### Signal wires on met3

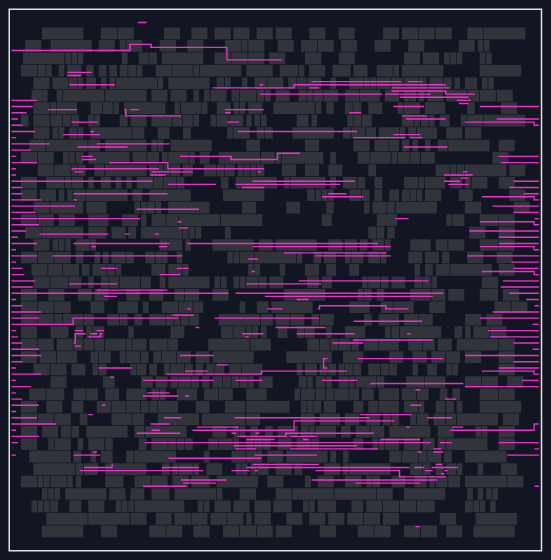
### Cells by drive strength

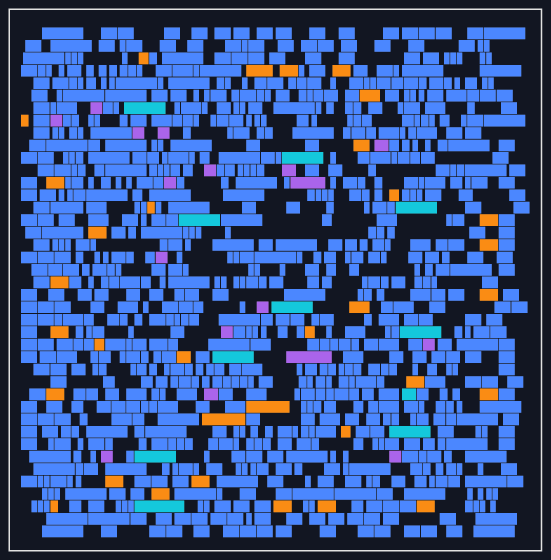
### Track usage over the die

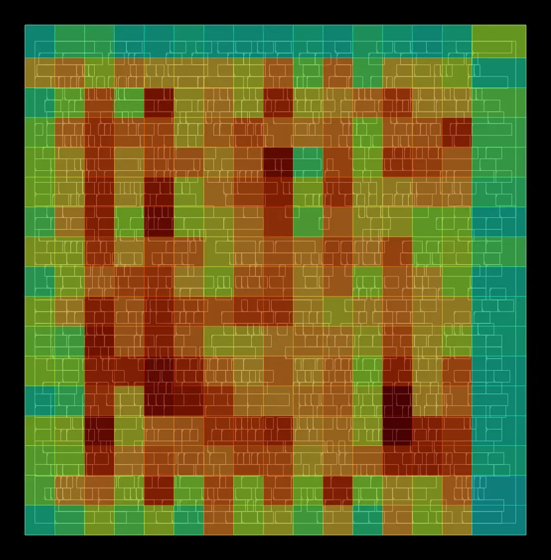
==> src/rtl/pc_pkg.sv <==
// pc_pkg: shared definitions for the program-counter unit.
//   - npc_sel encodings (next-PC source select)
//   - FSM state encoding
//   - default reset PC and exception vector
package pc_pkg;

    localparam int NPC_SEL_W = 2;

    typedef enum logic [NPC_SEL_W-1:0] {
        NPC_SEQ    = 2'd0,
        NPC_BRANCH = 2'd1,
        NPC_JUMP   = 2'd2,
        NPC_JR     = 2'd3
    } npc_sel_e;

    typedef enum logic [1:0] {
        ST_BOOT = 2'd0,
        ST_RUN  = 2'd1,
        ST_TRAP = 2'd2
    } pc_state_e;

    localparam logic [31:0] DEF_RESET_PC   = 32'h0000_3000;
    localparam logic [31:0] DEF_EXC_VECTOR = 32'h0000_4180;

endpackage

==> src/rtl/pc_unit_if.sv <==
// pc_unit_if: control/target inputs and PC-state outputs of the program-counter unit.
//   master : datapath/decoder side (drives select, targets, stall, exception controls)
//   slave  : pc_unit side (returns pc, pc_plus, epc, in_trap, exc_taken, valid)
interface pc_unit_if
    import pc_pkg::*;
#(
    parameter int WIDTH = 32
);
    logic                 stall;
    logic [NPC_SEL_W-1:0] npc_sel;
    logic                 branch_taken;
    logic [WIDTH-1:0]     br_offset;
    logic [25:0]          jump_index;
    logic [WIDTH-1:0]     jr_target;
    logic                 exc_req;
    logic                 eret;

    logic [WIDTH-1:0]     pc;
    logic [WIDTH-1:0]     pc_plus;
    logic [WIDTH-1:0]     epc;
    logic                 in_trap;
    logic                 exc_taken;
    logic                 valid;

    modport master (
        output stall, npc_sel, branch_taken, br_offset, jump_index, jr_target, exc_req, eret,
        input  pc, pc_plus, epc, in_trap, exc_taken, valid
    );

    modport slave (
        input  stall, npc_sel, branch_taken, br_offset, jump_index, jr_target, exc_req, eret,
        output pc, pc_plus, epc, in_trap, exc_taken, valid
    );
endinterface

==> src/rtl/pc_step_adder.sv <==
// pc_step_adder: sequential-PC incrementer, o_pc_plus = i_pc + STEP (wraps mod 2^WIDTH).
//   i_pc      : current PC
//   o_pc_plus : PC of the next sequential instruction, also the link value
module pc_step_adder #(
    parameter int          WIDTH = 32,
    parameter int unsigned STEP  = 4
) (
    input  logic [WIDTH-1:0] i_pc,
    output logic [WIDTH-1:0] o_pc_plus
);
    assign o_pc_plus = i_pc + WIDTH'(STEP);
endmodule

==> src/rtl/pc_unit.sv <==
// pc_unit: PC register, next-PC selection, stall, exception entry/return and EPC.
//   clk, rst_n : system clock; asynchronous active-low reset
//   bus.slave  : stall, npc_sel, branch_taken, br_offset, jump_index, jr_target,
//                exc_req, eret in; pc, pc_plus, epc, in_trap, exc_taken, valid out
//
// state   | meaning
// --------+-------------------------------------------------------------
// ST_BOOT | first cycle after reset; pc = RESET_PC, inputs ignored
// ST_RUN  | normal fetch; exceptions and misaligned JR enter ST_TRAP
// ST_TRAP | inside handler; no nesting, eret returns to epc
module pc_unit
    import pc_pkg::*;
#(
    parameter int              WIDTH      = 32,
    parameter int unsigned     STEP       = 4,
    parameter logic [WIDTH-1:0] RESET_PC   = WIDTH'(DEF_RESET_PC),
    parameter logic [WIDTH-1:0] EXC_VECTOR = WIDTH'(DEF_EXC_VECTOR)
) (
    input  logic      clk,
    input  logic      rst_n,
    pc_unit_if.slave  bus
);

    pc_state_e        r_state;
    logic [WIDTH-1:0] r_pc;
    logic [WIDTH-1:0] r_epc;
    logic             r_exc_taken;

    pc_state_e        w_state_nxt;
    logic [WIDTH-1:0] w_pc_nxt;
    logic [WIDTH-1:0] w_epc_nxt;
    logic             w_exc_taken_nxt;
    logic [WIDTH-1:0] w_pc_plus;
    logic [WIDTH-1:0] w_target;
    logic             w_jr_misaligned;
    logic             w_exc_entry;

    pc_step_adder #(
        .WIDTH (WIDTH),
        .STEP  (STEP)
    ) u_step_adder (
        .i_pc      (r_pc),
        .o_pc_plus (w_pc_plus)
    );

    // Target selection; a not-taken branch falls through to the sequential PC.
    always_comb begin
        w_target = w_pc_plus;
        case (bus.npc_sel)
            NPC_SEQ:    w_target = w_pc_plus;
            NPC_BRANCH: w_target = bus.branch_taken ? (w_pc_plus + (bus.br_offset << 2)) : w_pc_plus;
            NPC_JUMP:   w_target = {w_pc_plus[WIDTH-1:28], bus.jump_index, 2'b00};
            NPC_JR:     w_target = bus.jr_target;
            default:    w_target = w_pc_plus;
        endcase
    end

    assign w_jr_misaligned = (bus.npc_sel == NPC_JR) && (bus.jr_target[1:0] != 2'b00);
    assign w_exc_entry     = bus.exc_req || w_jr_misaligned;

    always_comb begin
        w_state_nxt     = r_state;
        w_pc_nxt        = r_pc;
        w_epc_nxt       = r_epc;
        w_exc_taken_nxt = 1'b0;
        case (r_state)
            ST_BOOT: begin
                w_state_nxt = ST_RUN;
                w_pc_nxt    = RESET_PC;
            end
            ST_RUN: begin
                // Exception beats stall; eret has no meaning outside the handler.
                if (w_exc_entry) begin
                    w_pc_nxt        = EXC_VECTOR;
                    w_epc_nxt       = r_pc;
                    w_state_nxt     = ST_TRAP;
                    w_exc_taken_nxt = 1'b1;
                end else if (!bus.stall) begin
                    w_pc_nxt = w_target;
                end
            end
            ST_TRAP: begin
                // No nesting: a misaligned JR here simply jumps to jr_target.
                if (bus.eret) begin
                    w_pc_nxt    = r_epc;
                    w_state_nxt = ST_RUN;
                end else if (!bus.stall) begin
                    w_pc_nxt = w_target;
                end
            end
            default: begin
                w_state_nxt = ST_BOOT;
                w_pc_nxt    = RESET_PC;
            end
        endcase
    end

    always_ff @(posedge clk or negedge rst_n) begin
        if (!rst_n) begin
            r_state     <= ST_BOOT;
            r_pc        <= RESET_PC;
            r_epc       <= '0;
            r_exc_taken <= 1'b0;
        end else begin
            r_state     <= w_state_nxt;
            r_pc        <= w_pc_nxt;
            r_epc       <= w_epc_nxt;
            r_exc_taken <= w_exc_taken_nxt;
        end
    end

    assign bus.pc        = r_pc;
    assign bus.pc_plus   = w_pc_plus;
    assign bus.epc       = r_epc;
    assign bus.in_trap   = (r_state == ST_TRAP);
    assign bus.exc_taken = r_exc_taken;
    assign bus.valid     = (r_state != ST_BOOT);

endmodule

==> src/flat_wrapper.sv <==
// flat-port wrapper written by rule: the top's interface ports become plain ports
module pc_unit_flat import pc_pkg::*;
#(
    parameter int              WIDTH      = 32,
    parameter int unsigned     STEP       = 4,
    parameter logic [WIDTH-1:0] RESET_PC   = WIDTH'(DEF_RESET_PC),
    parameter logic [WIDTH-1:0] EXC_VECTOR = WIDTH'(DEF_EXC_VECTOR)
)
  (clk, rst_n, bus_stall, bus_npc_sel, bus_branch_taken, bus_br_offset, bus_jump_index, bus_jr_target, bus_exc_req, bus_eret, bus_pc, bus_pc_plus, bus_epc, bus_in_trap, bus_exc_taken, bus_valid);
  pc_unit_if #(.WIDTH(WIDTH)) bus_i ();
  input  logic clk;
  input  logic rst_n;
  input wire logic [$bits(bus_i.stall)-1:0] bus_stall;
  input wire logic [$bits(bus_i.npc_sel)-1:0] bus_npc_sel;
  input wire logic [$bits(bus_i.branch_taken)-1:0] bus_branch_taken;
  input wire logic [$bits(bus_i.br_offset)-1:0] bus_br_offset;
  input wire logic [$bits(bus_i.jump_index)-1:0] bus_jump_index;
  input wire logic [$bits(bus_i.jr_target)-1:0] bus_jr_target;
  input wire logic [$bits(bus_i.exc_req)-1:0] bus_exc_req;
  input wire logic [$bits(bus_i.eret)-1:0] bus_eret;
  output wire logic [$bits(bus_i.pc)-1:0] bus_pc;
  output wire logic [$bits(bus_i.pc_plus)-1:0] bus_pc_plus;
  output wire logic [$bits(bus_i.epc)-1:0] bus_epc;
  output wire logic [$bits(bus_i.in_trap)-1:0] bus_in_trap;
  output wire logic [$bits(bus_i.exc_taken)-1:0] bus_exc_taken;
  output wire logic [$bits(bus_i.valid)-1:0] bus_valid;
  assign bus_i.stall = bus_stall;
  assign bus_i.npc_sel = bus_npc_sel;
  assign bus_i.branch_taken = bus_branch_taken;
  assign bus_i.br_offset = bus_br_offset;
  assign bus_i.jump_index = bus_jump_index;
  assign bus_i.jr_target = bus_jr_target;
  assign bus_i.exc_req = bus_exc_req;
  assign bus_i.eret = bus_eret;
  assign bus_pc = bus_i.pc;
  assign bus_pc_plus = bus_i.pc_plus;
  assign bus_epc = bus_i.epc;
  assign bus_in_trap = bus_i.in_trap;
  assign bus_exc_taken = bus_i.exc_taken;
  assign bus_valid = bus_i.valid;
  pc_unit #(.WIDTH(WIDTH), .STEP(STEP), .RESET_PC(RESET_PC), .EXC_VECTOR(EXC_VECTOR)) u_core (.clk(clk), .rst_n(rst_n), .bus(bus_i));
endmodule
==> config.mk <==
export PLATFORM = sky130hd
export DESIGN_NAME = pc_unit_flat
export DESIGN_NICKNAME = d
export VERILOG_FILES = /design/src/rtl/pc_pkg.sv /design/src/rtl/pc_unit_if.sv /design/src/rtl/pc_step_adder.sv /design/src/rtl/pc_unit.sv /design/src/flat_wrapper.sv
export SDC_FILE = /design/constraint.sdc
export NUM_CORES = 1
export LEC_CHECK = 0
export ABC_CLOCK_PERIOD_IN_PS = 5100
export CAP_MARGIN = 20
export CORE_AREA = 2 2 114 116
export DETAILED_ROUTE_END_ITERATION = 8
export DIE_AREA = 0 0 116 118
export GPL_TIMING_DRIVEN = 1
export PLACE_DENSITY_LB_ADDON = 0.08
export REMOVE_ABC_BUFFERS = 1
export SLEW_MARGIN = 10
export SYNTH_ARGS = -nofsm -noshare
export SYNTH_HDL_FRONTEND = slang
export SYNTH_SLANG_ARGS = --single-unit
==> constraint.sdc <==
create_clock -name clk -period 5.1 [get_ports clk]
set_clock_uncertainty 0.05 [all_clocks]
set_input_delay 1.275 -clock clk [delete_from_list [all_inputs] [get_ports clk]]
set_output_delay 1.275 -clock clk [all_outputs]
set_load 0.01 [all_outputs]
==> impl_metrics.tcl <==
# place-and-route summary
set metrics [dict create \
    cts.clk_slew.worst_paths_ns 0.06 \
    via_count_of_the_first_global_routing_pass 6703 \
    grt_max_degree 42 \
    synth_top_cell_by_area "sky130_fd_sc_hd__dfrtp_1" \
    cts_root_buf "sky130_fd_sc_hd__clkbuf_16" \
    final_cell_mix "192 x sky130_fd_sc_hd__clkdlybuf4s50_1, 139 x sky130_fd_sc_hd__nand2_1, 65 x sky130_fd_sc_hd__dfrtp_1" \
    worstHoldPathType "reg2reg" \
    vias_per_cell 6.15 \
    worst_r2r_path_depth 13 \
    crit-reg2reg-capture "u_core.bus.pc[28]" \
    synth_flops 67 \
    floorplan.initialDensity 0.493 \
    routed_wirelength_mm 23.2 \
    dpl-instance-area_sq_mm 0.00816 \
    synth.avg_cell_area_sq_um 7.86 \
    final_core_utilization 0.682 \
    timing.reg2reg.setup_slack_ns 0.79 \
    synth-edff-count 0 \
    core-area_sq_mm 0.0124 \
    synth.lib_cells_used.distinct 66 \
    netlist_instances 779 \
    grt_use_met2 0.512 \
    die_width_um 116 \
    io_buffer_count 194 \
    setup_viol 0 \
    global_route.overflow_total 0 \
    globalplace.congestion 1.01 \
    worst_setup_path_start_kind "flop" \
    post-cts-setup-buffer-count 0 \
    cp.arrival_ns 3.16 \
    drtPass1Iterations 6 \
    clk_path_buf_depth 2 \
    stage_log_warnings 36 \
    numCtsBuffers 9 \
    post-route-cell-area_sq_mm 0.00846 \
    synthArstFlopShare 1.00 \
    top_cell_area_share 0.266 \
    min_to "u_core.bus.epc[11]" \
    ys_seq_frac 0.274 \
    whs_path_depth 2 \
    rr_startpoint "u_core.bus.pc[3]" \
    biggest_area_contributors_in_the_synthesized_netlist "sky130_fd_sc_hd__dfrtp_1 27%, sky130_fd_sc_hd__nand2_1 8.5%, sky130_fd_sc_hd__ha_1 8.2%" \
    wl_met2_mm 10.4 \
    finalMaxSlewViolations 0 \
    initial_antenna_violation_count 0 \
    yosys.area_share.adder 0.0850 \
    finalHoldViolations 0 \
    timing.slew.headroom 0.377 \
    synth_simple_gate_area_share 0.221 \
    crit_required_ns 3.77 \
    dp.final_hpwl_mm 16.7 \
    grt_first_pass_wirelength_mm 35.7 \
    dr.max_layer_used "met4" \
    tritoncts_num_sinks 67 \
    yosys-mux-area-fraction 0.0527 \
    floorplan.die.height_um 118 \
    synth_xor_xnor_area_share 0.0756 \
    netlist_area_sq_mm 0.00613 \
    vias_after_detailed_routing 6913 \
    synth_compound_gate_area_share 0.248 \
    timing.final.crit_share 0.879 \
    final_common_cell "sky130_fd_sc_hd__clkdlybuf4s50_1" \
    post_route_cells_drive_above_1_share 0.0641 \
    cts.repair.resized 0 \
    gr-usage-all-layers 0.337 \
    fin_tns_setup_ns 0 \
    met3_wirelength_mm 2.47 \
    row_count 41 \
    yosys_warnings 0 \
    period_minus_slack_ns 4.48 \
    synth_stat.cells 779 \
    critPathKind "reg2out" \
    power_mw 2.84 \
    ant_cells 0 \
    critical_path.endpoint_type "primary output" \
    nNetsFinal 1086 \
    netlist_logic_family_top "AND-OR/OR-AND gates" \
    ys_top_cells_by_count "139 x sky130_fd_sc_hd__nand2_1, 65 x sky130_fd_sc_hd__dfrtp_1, 61 x sky130_fd_sc_hd__nor2_1" \
    run_status "finished clean" \
    yosys.stat.chipArea_sq_mm 0.00613 \
    power_leakage_nw 3.65 \
    achievable-frequency_mhz 223 \
    routedWlPerCell_um 20.7 \
    min_from "u_core.bus.epc[11]" \
    initialDrtViolationCount 740 \
    m1WireLength_mm 9.58 \
    drc 0 \
    peakVddDrop_mv 0.204 \
    top_ports 197 \
    die-area_sq_mm 0.0137 \
    worst-path-max-fanout 8 \
    least_margin_pin_slew_ns 0.929 \
    drtAntennaViolNets 0 \
    cts-hold-fix-buffers 0 \
    maxCapViolations 0 \
    rsz0062_at_grt "no" \
    clock_tree_from_tritoncts "yes" \
    htree_depth 3 \
    power_per_cell_area_mw_per_mm2 335 \
    p_r_area_growth_vs_syn_pct 38.2 \
    clock_latency_on_the_worst_skew_pair_ns 0.35 \
    ys_dominant_reg_cell "sky130_fd_sc_hd__dfrtp_1" \
    post-synth-top-count-cell "sky130_fd_sc_hd__nand2_1" \
]
Back to the opening pictures, 'Signal wires on met3':
share of all routed wire: 11%
longest straight run: 62.1 um

Back to the opening pictures, 'Cells by drive strength':
| colour | size | cells | share | most used |
|---|---|---|---|---|
| blue | x1 and smaller | 891 | 94% | clkdlybuf4s50_1 |
| cyan | x6 and larger | 11 | 1.2% | clkbuf_16 |
| orange | x2 | 33 | 3.5% | mux2_2 |
| purple | x3 and x4 | 17 | 1.8% | buf_4 |

Back to the opening pictures, 'Track usage over the die':
grt peak-use layer: met2
grt met3 use: 0.0819
fraction of met1 tracks used by global routing: 0.457

[where the power goes]
part,total (mW),leakage (nW),switching (mW),internal [mW]
combinational,1.42,2.59,0.814,0.607
sequential,0.765,0.915,0.130,0.635
clock,0.652,0.146,0.270,0.382
[registers in the layout, indices dropped and copies added, names as in the netlist]
name and count:
u_core.bus.epc 32, u_core.bus.pc 32, u_core.bus.exc_taken 1, u_core.r_state 2
[cell type report]
class	instances	area, sq um
Multi-Input combinational cell	644	4180
Fill cell	1058	3950
Timing Repair Buffer	205	2010
Sequential cell	67	1680
Clock buffer	9	225
Tap cell	172	215
Clock inverter	7	77.6
Inverter	20	75.1
[worst max path at each step]
stage,startpoint,endpoint,slack (ns),cells after the start
final,u_core.bus.pc[3],bus_pc_plus[24],0.62,6
after global routing,u_core.bus.pc[3],bus_pc_plus[24],0.50,6
after CTS,u_core.bus.pc[3],bus_pc_plus[24],0.67,6
after detailed placement,bus_br_offset[0],u_core.bus.pc[26],0.46,12
after global placement,bus_br_offset[0],u_core.bus.pc[26],0.59,12
after floorplan,bus_jr_target[1],u_core.bus.pc[8],1.39,6
[through the flow]
step | worst slack [ns] | hold slack, ns | instances
floorplan | 1.39 | 0.465 | 731
global placement | 0.591 | 0.438 | 1108
detailed placement | 0.463 | 0.443 | 1108
CTS | 0.675 | 0.460 | 1124
global route | 0.497 | 0.484 | 1124
finish | 0.616 | 0.458 | 1124
[critical path: stages (launching register included)]
cell and delay, ns:
sky130_fd_sc_hd__dfrtp_1 0.53, sky130_fd_sc_hd__ha_1 0.36, sky130_fd_sc_hd__and3_1 0.42, sky130_fd_sc_hd__nand3_1 0.30, sky130_fd_sc_hd__nor2_1 0.19, sky130_fd_sc_hd__xor2_1 0.37, sky130_fd_sc_hd__clkdlybuf4s50_1 0.63
Power is estimated from default activity; no workload was simulated.
